--- config.mk ---
export PLATFORM = sky130hd
export DESIGN_NAME = serial_frame_rx
export DESIGN_NICKNAME = d
export VERILOG_FILES = /design/src/rtl/serial_frame_rx.sv
export SDC_FILE = /design/constraint.sdc
export NUM_CORES = 1
export LEC_CHECK = 0
export ABC_CLOCK_PERIOD_IN_PS = 2900
export CAP_MARGIN = 20
export CORE_ASPECT_RATIO = 1.75
export CORE_UTILIZATION = 35
export DETAILED_ROUTE_END_ITERATION = 8
export RECOVER_POWER = 50
export SLEW_MARGIN = 20
export SYNTH_ARGS = -nofsm -noshare
export SYNTH_HDL_FRONTEND = slang
export SYNTH_SLANG_ARGS = --single-unit
--- constraint.sdc ---
create_clock -name clk -period 2.9 [get_ports clk]
set_input_delay 0.58 -clock clk [delete_from_list [all_inputs] [get_ports clk]]
set_output_delay 0.58 -clock clk [all_outputs]
set_load 0.03 [all_outputs]
--- src/rtl/serial_frame_rx.sv ---
// serial_frame_rx: receive end of the 10-bit serial frame link (start, 8 data
// LSB first, stop). Mid-bit sampling on an SPB-per-bit strobe, byte presented
// with a valid/ack handshake.
// Optional build macro: SERIAL_RX_PARITY_EN adds an even-parity bit after bit 7,
// a PARITY state and a parity_err pulse output.
module serial_frame_rx #(
   parameter int unsigned SPB = 8
) (
   input  logic       clk,
   input  logic       reset,
   input  logic       sr_clk,
   input  logic       enable,
   input  logic       data_in,
   input  logic       ack,
   output logic [7:0] data_out,
   output logic       valid,
   output logic       busy,
   output logic       framing_err,
   output logic       overrun_err
`ifdef SERIAL_RX_PARITY_EN
   ,
   output logic       parity_err
`endif
);

   localparam int unsigned TW = $clog2(SPB);
   localparam logic [TW-1:0] HALF_TICK = TW'(SPB / 2 - 1);
   localparam logic [TW-1:0] LAST_TICK = TW'(SPB - 1);

   typedef enum logic [2:0] {
      S_IDLE,
      S_START,
      S_DATA,
      S_STOP,
      S_BREAK
`ifdef SERIAL_RX_PARITY_EN
      ,
      S_PARITY
`endif
   } state_t;

   state_t          state_q, state_d;
   logic            rx_meta, rxs;
   logic [TW-1:0]   tick_q, tick_d;
   logic [2:0]      bit_q, bit_d;
   logic [7:0]      shift_q, shift_d;
   logic [7:0]      data_d;
   logic            valid_d, busy_d, ferr_d, oerr_d;
   logic            good_byte;

`ifdef SERIAL_RX_PARITY_EN
   logic            pbad_q, pbad_d, perr_d;
   assign good_byte = !pbad_q;
`else
   assign good_byte = 1'b1;
`endif

   // Two-flop synchronizer for the asynchronous serial line (idles high)
   always_ff @(posedge clk or negedge reset) begin
      if (!reset) begin
         rx_meta <= 1'b1;
         rxs     <= 1'b1;
      end else begin
         rx_meta <= data_in;
         rxs     <= rx_meta;
      end
   end

   // State, datapath and registered outputs
   always_ff @(posedge clk or negedge reset) begin
      if (!reset) begin
         state_q     <= S_IDLE;
         tick_q      <= '0;
         bit_q       <= '0;
         shift_q     <= '0;
         data_out    <= 8'h00;
         valid       <= 1'b0;
         busy        <= 1'b0;
         framing_err <= 1'b0;
         overrun_err <= 1'b0;
`ifdef SERIAL_RX_PARITY_EN
         pbad_q      <= 1'b0;
         parity_err  <= 1'b0;
`endif
      end else begin
         state_q     <= state_d;
         tick_q      <= tick_d;
         bit_q       <= bit_d;
         shift_q     <= shift_d;
         data_out    <= data_d;
         valid       <= valid_d;
         busy        <= busy_d;
         framing_err <= ferr_d;
         overrun_err <= oerr_d;
`ifdef SERIAL_RX_PARITY_EN
         pbad_q      <= pbad_d;
         parity_err  <= perr_d;
`endif
      end
   end

   // Next-state and output logic; counters only move on strobe cycles
   always_comb begin
      state_d = state_q;
      tick_d  = tick_q;
      bit_d   = bit_q;
      shift_d = shift_q;
      data_d  = data_out;
      valid_d = valid & ~ack;
      ferr_d  = 1'b0;
      oerr_d  = 1'b0;
`ifdef SERIAL_RX_PARITY_EN
      pbad_d  = pbad_q;
      perr_d  = 1'b0;
`endif
      if (!enable) begin
         state_d = S_IDLE;
         tick_d  = '0;
         bit_d   = '0;
      end else if (sr_clk) begin
         case (state_q)
            S_IDLE: begin
               if (!rxs) begin
                  state_d = S_START;
                  tick_d  = '0;
`ifdef SERIAL_RX_PARITY_EN
                  pbad_d  = 1'b0;
`endif
               end
            end
            S_START: begin
               if (tick_q == HALF_TICK) begin
                  tick_d  = '0;
                  bit_d   = '0;
                  state_d = rxs ? S_IDLE : S_DATA;
               end else begin
                  tick_d = tick_q + TW'(1);
               end
            end
            S_DATA: begin
               if (tick_q == LAST_TICK) begin
                  tick_d  = '0;
                  shift_d = {rxs, shift_q[7:1]};
                  if (bit_q == 3'd7) begin
`ifdef SERIAL_RX_PARITY_EN
                     state_d = S_PARITY;
`else
                     state_d = S_STOP;
`endif
                  end else begin
                     bit_d = bit_q + 3'd1;
                  end
               end else begin
                  tick_d = tick_q + TW'(1);
               end
            end
`ifdef SERIAL_RX_PARITY_EN
            S_PARITY: begin
               if (tick_q == LAST_TICK) begin
                  tick_d  = '0;
                  state_d = S_STOP;
                  if (rxs != ^shift_q) begin
                     pbad_d = 1'b1;
                     perr_d = 1'b1;
                  end
               end else begin
                  tick_d = tick_q + TW'(1);
               end
            end
`endif
            S_STOP: begin
               if (tick_q == LAST_TICK) begin
                  tick_d = '0;
                  if (rxs) begin
                     state_d = S_IDLE;
                     if (good_byte) begin
                        if (valid_d) begin
                           oerr_d = 1'b1;
                        end else begin
                           data_d  = shift_q;
                           valid_d = 1'b1;
                        end
                     end
                  end else begin
                     ferr_d  = 1'b1;
                     state_d = S_BREAK;
                  end
               end else begin
                  tick_d = tick_q + TW'(1);
               end
            end
            S_BREAK: begin
               if (rxs) begin
                  state_d = S_IDLE;
               end
            end
            default: begin
               state_d = S_IDLE;
               tick_d  = '0;
               bit_d   = '0;
            end
         endcase
      end
      busy_d = (state_d != S_IDLE);
   end

endmodule

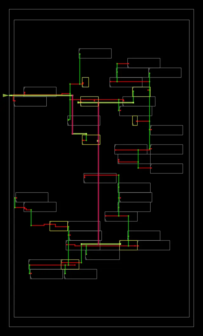
**Above:** run 1 (the clock network).
clock sink count: 31
sequential cell count: 31
Final Skew: 0.00484 ns
Clk Latency, worst-skew pair: 0.28 ns
clock buffers: 7

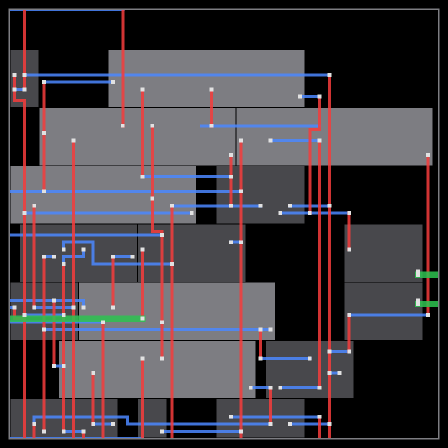
**Above:** run 1 (a small window of the routed layout).
Region (29, 58) to (49, 78) um. Cells in grey, sequential cells in the stronger grey; small squares are vias.
Key: green = metal 3; red = metal 2; blue = metal 1
16 logic cells have their middle in the window. Sequential cells in the window: 6. Most frequent: dfrtp_1 (6), mux2_4 (3), mux2_2 (3). Netlist names of flops here include shift_q (4), data_out (2).

==> job_summary.md, run 1 <==
## Synthesis and layout report

| Metric | Value |
|---|---|
| Post-CTS Resized | `0` |
| Max incr delay on CP | `0.67 ns` |
| Layout cells sized above 1 | `23.2%` |
| PwrDens | `453 nW/um^2` |
| Final setup fails | `0` |
| Hold Path Sink | `rxs$_DFF_PN1_` |
| Syn. warnings | `0` |
| Initial core utilization | `37.0%` |
| Logic power comb | `0.0000370 W` |
| R2R setup slack | `0.88 ns` |
| Status | `complete, but fails checks` |
| Gr busiest metal | `met2` |
| Post-DP HPWL | `1970 um` |
| Max Cap Viol | `1` |
| Fill count | `414` |
| Sw Ratio | `21.6%` |
| Highest clock rate | `0.428 GHz` |
| Simple-Gate Fraction of Synth Area | `15.0%` |
| Nets | `151` |
| Non-clk bufs | `19` |
| Place WS | `0.325 ns` |
| Reported net switching power | `0.000178 W` |
| Die height | `90.1 um` |
| Aoi share | `6.37%` |
| Critical path type | `primary input to register` |
| Failing checks | `max-capacitance violations, max-slew violations` |
| Pin count of the biggest net entering global routing | `32` |
| Int Power | `0.000645 W` |
| Drt drc | `0` |
| Clock-cell share of area | `5.02%` |
| GPL Wtd Cong | `0.825` |
| Vias per std cell | `5.28` |
| Synth Net Count | `132` |
| Multi-input logic area | `699 um^2` |
| Setup TNS | `0 ns` |
| Die X | `52.3 um` |
| Final WS setup | `0.562 ns` |
| CTS root buf | `clkbuf_8` |
| Reg2Reg Depth | `6` |
| Stages on worst setup path | `4` |
| Xor+xnor area frac | `0%` |
| Clk buf depth | `2` |
| Count of hold-fix buffers inserted at cts | `0` |
| Worst-path clk slew | `0.06 ns` |
| # IOs | `18` |
| Stage-log warning count | `30` |
| Gate family responsible for the most delay along the worst path | `simple AND/OR/NAND/NOR gates` |
| Clk. pwr | `0.000341 W` |
| Crit path launch type | `primary input` |
| Fin crit share | `80.6%` |
| Antenna Nets Post-Route | `0` |
| Comb/total area | `38.4%` |
| Crit path time final | `2.34 ns` |
| Drt pass-1 iters | `5` |
| CTS Buf Count | `5` |
| Critical R2R Capture | `busy$_DFF_PN0_` |
| Mapped Cells | `118` |
| Post-synth regs | `31` |
| Tap Cells | `49` |
| Met1 usage | `16.0%` |
| Hold Crit Depth | `0` |
| Top non-seq family | `multiplexers` |
| Post-synthesis average cell area | `13.1 um^2` |
| Post-DP Area | `1740 um^2` |
| Met3 GRT Util | `4.23%` |
| Row count | `31` |
| Mi-comb count | `78` |
| Area reported by Yosys stat | `1550 um^2` |
| CTS tree | `done` |
| M2 GR Usage | `20.5%` |
| Post-route cell area | `1820 um^2` |
| RSZ-0062 raised after global routing | `no` |
| Async set-or-reset flop fraction in the synthesized netlist | `100%` |
| Pins Over Slew Limit | `32` |
| CP arrival | `2.50 ns` |
| RR Startpoint | `tick_q[0]$_DFFE_PN0P_` |
| Final wirelength | `2760 um` |
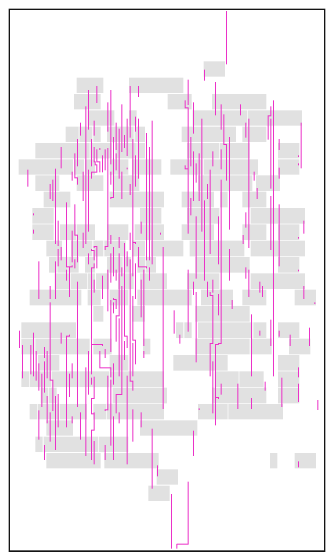
**Above:** run 1 (signal wires on met2).
(6 px per um) Cells faint in the background.
The layer carries 1360 um of wire. The wires run mostly vertical. The layer holds 49% of the routed length. 131 nets have wire on it. The longest straight run is 45.9 um.

==> run 1: stage by stage <==
stage          util [%]  hold slack [ns]  cells  power [W]
2_1_floorplan         -            0.284    118   0.000472
6_report           43.4            0.363    187   0.000823
3_5_place_dp       41.4            0.348    179   0.000493
3_3_place_gp       41.4            0.351    179   0.000492
4_1_cts            43.6            0.364    187   0.000837
5_1_grt            43.4            0.370    187   0.000857
==> run 1: cell usage in the layout (no fill, tap or decap), types with 2 or more instances in the layout <==
master | netlist | final
dlygate4sd3_1 | 0 | 3
mux2_2 | 9 | 9
mux2i_1 | 5 | 5
ha_1 | 8 | 8
clkbuf_1 | 0 | 2
nand2b_1 | 4 | 4
a21boi_0 | 1 | 2
nor3b_1 | 2 | 2
and4bb_2 | 2 | 2
dfrtp_1 | 29 | 29
nor2_1 | 3 | 3
clkdlybuf4s50_1 | 0 | 14
nand2_1 | 10 | 10
and4b_1 | 2 | 2
o21ai_0 | 5 | 5
and3_1 | 2 | 2
inv_1 | 2 | 2
mux2_4 | 8 | 8
clkbuf_8 | 0 | 6
dfstp_2 | 2 | 2
==> run 1: per-layer routing <==
layer	part of all wire (%)	wire (um)
met1	45	1230
met2	49	1360
met3	4.1	114
met4	1.8	51
met5	0	0
==> run 1: synth_stat cells, types with 2 or more instances <==
library cell	n	area share [%]
nor2_1	3	0.73
nand2_1	10	2.4
mux2_2	9	6.5
inv_1	2	0.48
dfstp_2	2	3.4
ha_1	8	6.5
and4b_1	2	1.3
dfrtp_1	29	47
buf_6	4	2.9
mux2_4	8	7.7
mux2i_1	5	3.2
nand2b_1	4	1.6
nor3b_1	2	0.97
and4bb_2	2	1.6
o21ai_0	5	1.6
and3_1	2	0.81
buf_2	2	0.65
==> run 1 -> run 2 <==
- ABC_CLOCK_PERIOD_IN_PS: 2900 -> 2200
- clock period: 2.9 -> 2.2 ns (I/O delays scaled with it)
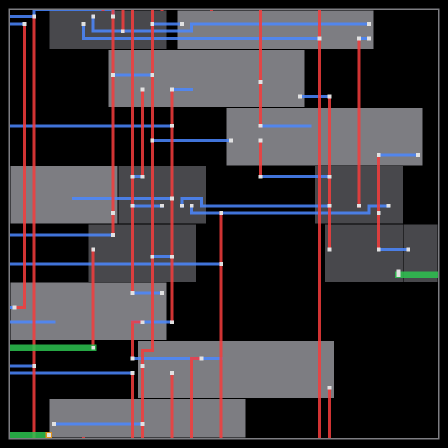
**Above:** run 2 (a small window of the routed layout).
Region (29, 58) to (49, 78) um. Cells in grey, sequential cells in the stronger grey; small squares are vias.
Key: green = metal 3; red = metal 2; blue = metal 1; orange = metal 4
Most frequent: dfrtp_1 (7), mux2_2 (2). Sequential cells in the window: 7. Netlist names of flops here include data_out (4), shift_q (3). 12 logic cells have their middle in the window.

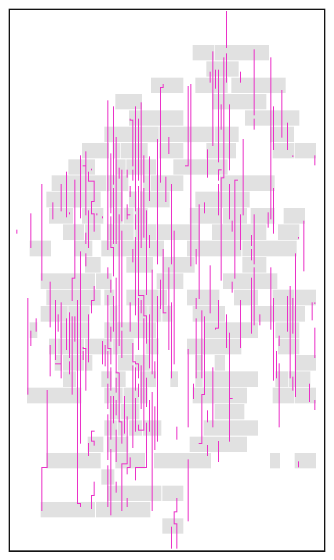
**Above:** run 2 (signal wires on met2).
(6 px per um) Cells faint in the background.
The wires run mostly vertical. The layer carries 1630 um of wire. The layer holds 56% of the routed length.

==> job_summary.md, run 2 <==
## Synthesis and layout report

| Metric | Value |
|---|---|
| PwrDens | `572 nW/um^2 (was 453 nW/um^2)` |
| Layout Cells excl Fill | `191 (was 187)` |
| Most numerous logic cells after layout | `dfrtp_1, clkdlybuf4s50_1, nand2_1 (unchanged)` |
| Met2 Wirelength | `1630 um (was 1360 um)` |
| CTS root buf | `clkbuf_8 (unchanged)` |
| Max power group | `sequential cells (unchanged)` |
| Critical path type | `register to register (was primary input to register)` |
| Highest clock rate | `0.498 GHz` |
| Clk buf depth | `2 (unchanged)` |
| CTS Buf Count | `5 (unchanged)` |
| Top cells, area | `dfrtp_1, mux2_4, mux2_2 (unchanged)` |
| Metal1 wirelength | `1100 um (was 1230 um)` |
| Fill count | `389 (was 414)` |
| Max layer used | `met4 (unchanged)` |
| Layout cells sized above 1 | `26.8% (was 23.2%)` |
| Area reported by Yosys stat | `1550 um^2 (unchanged)` |
| Drt drc | `0 (unchanged)` |
| Final wirelength | `2890 um (was 2760 um)` |
| Max Cap Viol | `0 (was 1)` |
| Met1 usage | `15.2% (was 16.0%)` |
| Number of instances in the placed design | `183 (was 179)` |
| CTS H-Tree Depth | `2 (unchanged)` |
| Total power | `0.00106 W (was 0.000823 W)` |
| Final setup fails | `0 (unchanged)` |
| R2R setup slack | `0.19 ns (was 0.88 ns)` |
| Initial core utilization | `37.0% (unchanged)` |
| Count leader, synth | `dfrtp_1 (unchanged)` |
| Mapped Cells | `118 (unchanged)` |
| Count of hold-fix buffers inserted at cts | `0 (unchanged)` |
| Stage-log warning count | `30 (unchanged)` |
| Clk Latency, worst-skew pair | `0.28 ns (about the same)` |
| Sequential area share after synthesis | `50.2% (unchanged)` |
| Post-route cell area | `1860 um^2 (was 1820 um^2)` |
| Gr busiest metal | `met2 (unchanged)` |
| Status | `complete, no violations (was complete, but fails checks)` |
| Die height | `90.1 um (unchanged)` |
| # IOs | `18 (unchanged)` |
| Post-DP Area | `1780 um^2 (was 1740 um^2)` |
| Drt pass-1 iters | `4 (was 5)` |
| Worst hold slack | `0.363 ns (about the same)` |
| RSZ-0062 raised after global routing | `no (unchanged)` |
| Reported net switching power | `0.000244 W (was 0.000178 W)` |
| Syn. warnings | `0 (unchanged)` |
| Synth Net Count | `132 (unchanged)` |
| Clk network pwr share | `39.8% (was 41.4%)` |
| Logic power comb | `0.0000517 W (was 0.0000370 W)` |
| Core Box Area | `4190 um^2 (unchanged)` |
| Post-CTS setup buffer count | `0 (unchanged)` |
| Clock sink count | `31 (unchanged)` |
| Nets | `155 (was 151)` |
| Row count | `31 (unchanged)` |
| Async set-or-reset flop fraction in the synthesized netlist | `100% (unchanged)` |
| Sw Ratio | `23.0% (was 21.6%)` |
| Antenna Nets Post-Route | `0 (unchanged)` |
| Crit path launch type | `register (was primary input)` |
| Final Skew | `0.00702 ns (was 0.00484 ns)` |
| Post-CTS Resized | `0 (unchanged)` |
| Yosys top cell by area | `dfrtp_1 (unchanged)` |
| Met3 Wirelength | `109 um (was 114 um)` |
| Worst-path clk slew | `0.07 ns (was 0.06 ns)` |
| Die area | `4710 um^2 (unchanged)` |
| Commonest Layout Cell | `dfrtp_1 (unchanged)` |
| Post-synth regs | `31 (unchanged)` |
| Fin crit share | `91.3%` |
| Pin count of the biggest net entering global routing | `32 (unchanged)` |
| Max incr delay on CP | `0.39 ns (was 0.67 ns)` |
| Int Power | `0.000817 W (was 0.000645 W)` |
| Pins Over Slew Limit | `0 (was 32)` |
| M2 GR Usage | `24.5% (was 20.5%)` |
| CP arrival | `2.18 ns (was 2.50 ns)` |
| CTS tree | `done (unchanged)` |
| Post-DP HPWL | `2130 um (was 1970 um)` |
| Clk. pwr | `0.000423 W (was 0.000341 W)` |
| Crit path time final | `2.01 ns` |
| Die X | `52.3 um (unchanged)` |
| Vias per std cell | `5.12 (was 5.28)` |
| Top cells by count | `dfrtp_1, nand2_1, mux2_2 (unchanged)` |
| Max VDD drop | `0.368 mV (was 0.348 mV)` |
| Met3 GRT Util | `4.23% (unchanged)` |
| Crit-path max FO | `5 (was 8)` |
| GPL Wtd Cong | `0.778 (was 0.825)` |
| Setup TNS | `0 ns (unchanged)` |
| Post-synthesis average cell area | `13.1 um^2 (unchanged)` |
| Area leader share | `46.8% (unchanged)` |
-- run 2: final cells by class --
| cell class | count | area (um^2) | area share, % |
|---|---|---|---|
| Multi-Input combinational cell | 78 | 699 | 37.7 |
| Clock buffer | 5 | 68.8 | 3.71 |
| Sequential cell | 31 | 778 | 41.9 |
| Inverter | 2 | 7.51 | 0.405 |
| Clock inverter | 3 | 15.0 | 0.809 |
| Tap cell | 49 | 61.3 | 3.30 |
| Timing Repair Buffer | 23 | 225 | 12.1 |
-- run 2: worst paths after layout --
check	endpoint	from	cells past startpoint
setup / recovery	busy$_DFF_PN0_	tick_q[0]$_DFFE_PN0P_	6
hold / removal	rxs$_DFF_PN1_	rx_meta$_DFF_PN1_	0
setup reg to reg	busy$_DFF_PN0_	tick_q[0]$_DFFE_PN0P_	6
hold reg to reg	rxs$_DFF_PN1_	rx_meta$_DFF_PN1_	0
max in group asynchronous	bit_q[1]$_DFFE_PN0P_	reset	2
min in group asynchronous	valid$_DFF_PN0_	reset	2
-- run 2: metrics by stage --
step / utilization, % / setup WS [ns]
3_3_place_gp: 42.4 / 0.181
3_5_place_dp: 42.4 / 0.146
5_1_grt: 44.3 / 0.0770
6_report: 44.3 / 0.191
4_1_cts: 44.4 / 0.187
2_1_floorplan: - / 0.357
-- run 2: worst max-delay path, delay by kind of cell (launching register included) --
family	cells	cell delay (ns)
simple gates	3	0.67
fa+ha+maj	2	0.50
flops	1	0.39
compound gates	1	0.33
-- run 2: logic make-up after synthesis --
family                   synth area share [%]
buffers and inverters                    4.52
AND-OR/OR-AND                            6.37
adder cells (fa/ha/maj)                  6.45
flip-flops                               50.2
multiplexers                             17.5
AND/OR/NAND/NOR                          15.0
Power and IR drop assume default switching activity.
